### config.mk
export PLATFORM = sky130hd
export DESIGN_NAME = systolic_frame_ctrl
export DESIGN_NICKNAME = d
export VERILOG_FILES = /design/src/rtl/systolic_ctrl_pkg.sv /design/src/rtl/systolic_out_tracker.sv /design/src/rtl/systolic_frame_ctrl.sv
export SDC_FILE = /design/constraint.sdc
export NUM_CORES = 1
export LEC_CHECK = 0
export CORE_UTILIZATION = 45
export CTS_BUF_LIST = sky130_fd_sc_hd__clkbuf_4 sky130_fd_sc_hd__clkbuf_8 sky130_fd_sc_hd__clkbuf_16
export CTS_CLUSTER_DIAMETER = 60
export DETAILED_ROUTE_END_ITERATION = 6
export PLACE_DENSITY = 0.7
export SLEW_MARGIN = 10
export SYNTH_ARGS = -nofsm -noshare
export SYNTH_HDL_FRONTEND = slang
export SYNTH_SLANG_ARGS = --single-unit
### constraint.sdc
create_clock -name Clk_i -period 6.7 [get_ports Clk_i]
set_input_delay 1.34 -clock Clk_i [delete_from_list [all_inputs] [get_ports Clk_i]]
set_output_delay 1.34 -clock Clk_i [all_outputs]
set_load 0.01 [all_outputs]
### src/rtl/systolic_ctrl_pkg.sv
`default_nettype none
// +----------------------------------------------------------------------+
// | systolic_ctrl_pkg : shared states and default sizing for the         |
// | systolic filter frame controller.            Revision 1.0            |
// +----------------------------------------------------------------------+
package systolic_ctrl_pkg;

   localparam int DEF_DW    = 18;
   localparam int DEF_TAPS  = 16;
   localparam int DEF_LAT   = 40;
   localparam int DEF_LEN_W = 12;

   typedef enum logic [2:0] {
      ST_INIT  = 3'd0,
      ST_IDLE  = 3'd1,
      ST_RUN   = 3'd2,
      ST_FLUSH = 3'd3,
      ST_DRAIN = 3'd4
   } ctrl_state_t;

endpackage
`default_nettype wire

### src/rtl/systolic_out_tracker.sv
`default_nettype none
// +----------------------------------------------------------------------+
// | systolic_out_tracker : registers filter results, counts them and     |
// | flags the final result of a frame.           Revision 1.0            |
// +----------------------------------------------------------------------+
module systolic_out_tracker #(
   parameter int DW    = 18,
   parameter int LEN_W = 12
) (
   input  logic             clk,
   input  logic             rst_n,
   input  logic             enable,
   input  logic [DW-1:0]    filt_data,
   input  logic             filt_valid,
   input  logic [LEN_W:0]   exp_cnt,
   input  logic             exp_vld,
   output logic [DW-1:0]    out_data,
   output logic             out_valid,
   output logic             out_last,
   output logic             done
);

   logic [LEN_W:0] cnt;
   logic [LEN_W:0] cnt_inc;
   logic           fwd;

   assign fwd     = enable & filt_valid;
   assign cnt_inc = cnt + (LEN_W+1)'(1);
   // The expected count is only meaningful once the frame's last sample is known.
   assign done    = fwd & exp_vld & (cnt_inc == exp_cnt);

   always_ff @(posedge clk) begin
      if (!rst_n) begin
         cnt       <= '0;
         out_data  <= '0;
         out_valid <= 1'b0;
         out_last  <= 1'b0;
      end else begin
         out_valid <= fwd;
         out_last  <= done;
         if (fwd) begin
            out_data <= filt_data;
         end
         if (done) begin
            cnt <= '0;
         end else if (fwd) begin
            cnt <= cnt_inc;
         end
      end
   end

endmodule
`default_nettype wire

### src/rtl/systolic_frame_ctrl.sv
`default_nettype none
// +----------------------------------------------------------------------+
// | systolic_frame_ctrl : frames samples into an external systolic FIR,  |
// | flushes its taps and forwards the results.   Revision 1.0            |
// +----------------------------------------------------------------------+
module systolic_frame_ctrl
   import systolic_ctrl_pkg::*;
#(
   parameter int DW    = DEF_DW,
   parameter int TAPS  = DEF_TAPS,
   parameter int LAT   = DEF_LAT,
   parameter int LEN_W = DEF_LEN_W
) (
   input  logic          Clk_i,
   input  logic          Rst_n_i,
   input  logic [DW-1:0] InData_i,
   input  logic          InValid_i,
   input  logic          InLast_i,
   output logic          InReady_o,
   output logic [DW-1:0] FiltData_o,
   output logic          FiltNd_o,
   input  logic [DW-1:0] FiltData_i,
   input  logic          FiltValid_i,
   output logic [DW-1:0] OutData_o,
   output logic          OutValid_o,
   output logic          OutLast_o,
   output logic          Busy_o,
   output logic          OvfErr_o,
   output logic          SpurErr_o
);

   localparam int CNT_W      = $clog2(TAPS + LAT + 1);
   localparam int FLUSH_LAST = (TAPS > 1) ? TAPS - 2 : 0;
   localparam logic [CNT_W-1:0] INIT_END   = CNT_W'(TAPS + LAT - 1);
   localparam logic [CNT_W-1:0] STROBE_END = CNT_W'(TAPS - 1);
   localparam logic [CNT_W-1:0] FLUSH_END  = CNT_W'(FLUSH_LAST);
   localparam logic [LEN_W-1:0] LEN_MAX    = {LEN_W{1'b1}};
   localparam logic [LEN_W:0]   EXP_ADD    = (LEN_W+1)'(TAPS - 1);

   ctrl_state_t      state;
   ctrl_state_t      state_nxt;
   logic [CNT_W-1:0] cnt;
   logic [LEN_W-1:0] len;
   logic [LEN_W-1:0] len_inc;
   logic [LEN_W:0]   exp_cnt;
   logic             exp_vld;
   logic             accept;
   logic             len_full;
   logic             frame_end;
   logic             fwd_en;
   logic             done;

   assign InReady_o = (state == ST_IDLE) || (state == ST_RUN);
   assign Busy_o    = (state != ST_IDLE);
   assign fwd_en    = (state == ST_RUN) || (state == ST_FLUSH) || (state == ST_DRAIN);
   assign accept    = InValid_i & InReady_o;
   assign len_inc   = len + LEN_W'(1);
   assign len_full  = (len_inc == LEN_MAX);
   // A frame hitting the maximum length is closed as if InLast_i had been seen.
   assign frame_end = accept & (InLast_i | len_full);

   always_ff @(posedge Clk_i) begin
      if (!Rst_n_i) begin
         state <= ST_INIT;
      end else begin
         state <= state_nxt;
      end
   end

   always_comb begin
      state_nxt = state;
      case (state)
         ST_INIT: begin
            if (cnt == INIT_END) begin
               state_nxt = ST_IDLE;
            end
         end
         ST_IDLE, ST_RUN: begin
            if (frame_end) begin
               state_nxt = (TAPS > 1) ? ST_FLUSH : ST_DRAIN;
            end else if (accept) begin
               state_nxt = ST_RUN;
            end
         end
         ST_FLUSH: begin
            if (cnt == FLUSH_END) begin
               state_nxt = ST_DRAIN;
            end
         end
         ST_DRAIN: begin
            if (done) begin
               state_nxt = ST_IDLE;
            end
         end
         default: state_nxt = ST_INIT;
      endcase
   end

   always_ff @(posedge Clk_i) begin
      if (!Rst_n_i) begin
         cnt        <= '0;
         len        <= '0;
         exp_cnt    <= '0;
         exp_vld    <= 1'b0;
         FiltNd_o   <= 1'b0;
         FiltData_o <= '0;
         OvfErr_o   <= 1'b0;
         SpurErr_o  <= 1'b0;
      end else begin
         FiltNd_o  <= 1'b0;
         OvfErr_o  <= 1'b0;
         SpurErr_o <= (state == ST_IDLE) & FiltValid_i;
         case (state)
            ST_INIT: begin
               // Zero strobes first, then idle long enough for the filter to empty.
               FiltData_o <= '0;
               FiltNd_o   <= (cnt < STROBE_END);
               cnt        <= (cnt == INIT_END) ? '0 : cnt + CNT_W'(1);
            end
            ST_IDLE, ST_RUN: begin
               if (accept) begin
                  FiltData_o <= InData_i;
                  FiltNd_o   <= 1'b1;
                  len        <= len_inc;
                  OvfErr_o   <= len_full & ~InLast_i;
                  if (frame_end) begin
                     exp_cnt <= {1'b0, len_inc} + EXP_ADD;
                     exp_vld <= 1'b1;
                  end
               end
            end
            ST_FLUSH: begin
               FiltData_o <= '0;
               FiltNd_o   <= 1'b1;
               cnt        <= (cnt == FLUSH_END) ? '0 : cnt + CNT_W'(1);
            end
            ST_DRAIN: begin
               if (done) begin
                  len     <= '0;
                  exp_cnt <= '0;
                  exp_vld <= 1'b0;
               end
            end
            default: begin
               cnt <= '0;
            end
         endcase
      end
   end

   systolic_out_tracker #(
      .DW    (DW),
      .LEN_W (LEN_W)
   ) u_out_tracker (
      .clk        (Clk_i),
      .rst_n      (Rst_n_i),
      .enable     (fwd_en),
      .filt_data  (FiltData_i),
      .filt_valid (FiltValid_i),
      .exp_cnt    (exp_cnt),
      .exp_vld    (exp_vld),
      .out_data   (OutData_o),
      .out_valid  (OutValid_o),
      .out_last   (OutLast_o),
      .done       (done)
   );

endmodule
`default_nettype wire

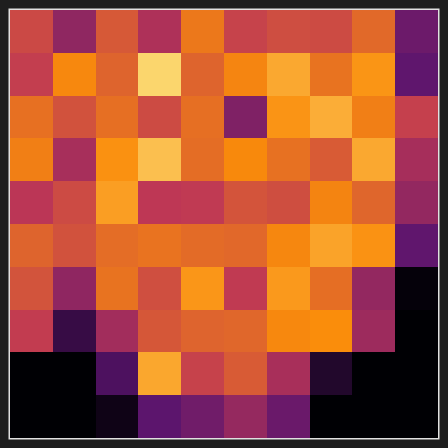
**Above:** cell density map.
10 x 10 tiles, from black (low) to pale yellow (high), 0 to 100% covered.
nearly empty tiles: 11%
mean over tiles: 51%
emptiest ninth of the die: lower right
tiles over 75% full: 15%
Pre-Place Util: 46.4%
core area: 0.00973 mm²
final core occ: 56.8%

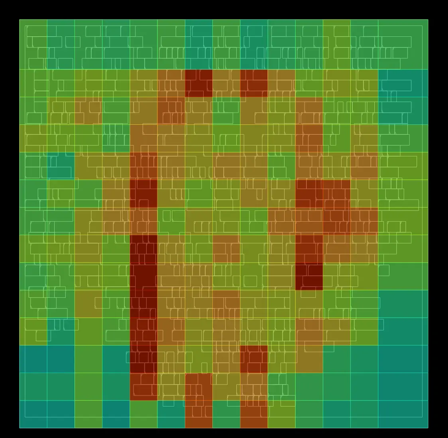
**Above:** congestion heat map.
met2 Usage GRT: 36.0%
GRT Max-Usage Layer: met2
met3 usage: 5.61%

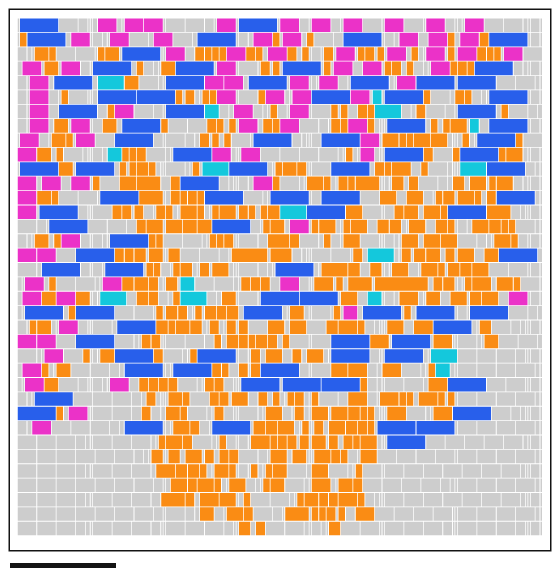
**Above:** placement by cell class.
Scale bar: 20 µm. Fill, decap, tap and diode cells in grey.
| colour | class | cells |
|---|---|---|
| cyan | clock drivers and dummy loads | 16 |
| orange | remaining logic cells | 429 |
| blue | registers | 89 |
| magenta | remaining buffers and delay cells | 85 |
Site Rows: 36
flop share of the area: 32.2%
Design Area, Final: 0.00553 mm²

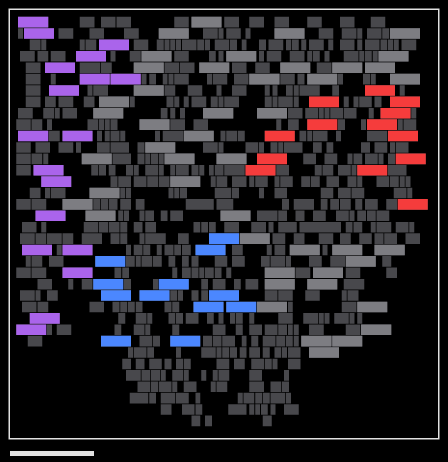
**Above:** sequential cells grouped by signal name.
Scale bar: 20 µm. Other sequential cells in the stronger grey, the rest of the logic in the fainter grey.
| colour | netlist name | flops |
|---|---|---|
| red | u_out_tracker.cnt | 13 |
| purple | FiltData_o | 18 |
| blue | len | 12 |
not coloured: 46
P_seq: 0.616 mW
Register Area: 0.00178 mm²

## stage by stage
stage	hold slack (ns)	worst slack (ns)	instance area (µm²)	total power [mW]	utilization, %
after CTS	0.458	2.80	5530	1.34	56.8
after global routing	0.474	2.60	5530	1.41	56.8
after global placement	0.442	2.47	5360	0.999	55.1
final	0.456	2.78	5530	1.33	56.8
after floorplan	0.450	3.79	4520	0.869	-
after detailed placement	0.446	2.41	5360	1.01	55.1
## state kept, by name (all words and copies together) (netlist names), 3 cells and up
register	cells
len	12
state	3
u_out_tracker.cnt	13
FiltData_o	18
cnt	6
exp_cnt	13
u_out_tracker.out_data	18
## worst max-delay path, delay by kind of cell
family	cells	cell delay [ns]
buffers and inverters	1	0.50
AND-OR/OR-AND	3	1.34
AND/OR/NAND/NOR	3	1.00
==> run notes <==
yosys + openroad results -> outcome finished clean, MaxCap Viol Count 0, Unique masters post-synth 61, Crit Path Class input pin to flop, RSZ-0062 raised after global routing no, power share of the clock group about a quarter, switching power of the nets around 0.46 mW, Fin Setup TNS 0 ns, Worst Setup SP FiltValid_i, crit path launch type input pin, crit path cell chain clkdlybuf4s50_1 -> o21a_1 -> nand4_1 -> a2111oi_4 -> nand4_2 -> nor2b_4 -> a32o_1, Cell Int Power between 0.8 and 0.9 mW, global route overflow 0, worst slew pin tran between 1 and 1.5 ns, top-count cell post-synth dfxtp_1, Mapped Nets 604, layout cell share with drive strength beyond 1 a little over 5%, DR pass1 iterations 5, Seq share, synth between 30% and 40%, inverter count 10, Yosys top cell area share roughly 39%, maximum vdd ir drop ~0.00017 V, CLK BUF 11, vias roughly 4,100, drt initial violations ~240, Critical Path AT about 4.2 ns, tool warning count 28, Simple Share, Synth 25.4%, final-stage net count approximately 660, CP endpoint kind flop, area grow syn2layout 22.4%, combinational share of cell area between 40% and 50%, Max clock buf depth 2, Reg power frac a little under half, sink of the worst hold path u_out_tracker.out_data[12]$_SDFFE_PN0N_, Final Hold Fails 0, min Tclk post-route slightly below 4 ns, Repair and plain buffers 85, Setup Buffers After CTS 0, top cells by count, synth dfxtp_1, nand2_1, nor2_1, a21oi_1, xnor2_1, DR vias/cell around 5.5
Power and IR drop assume default switching activity.
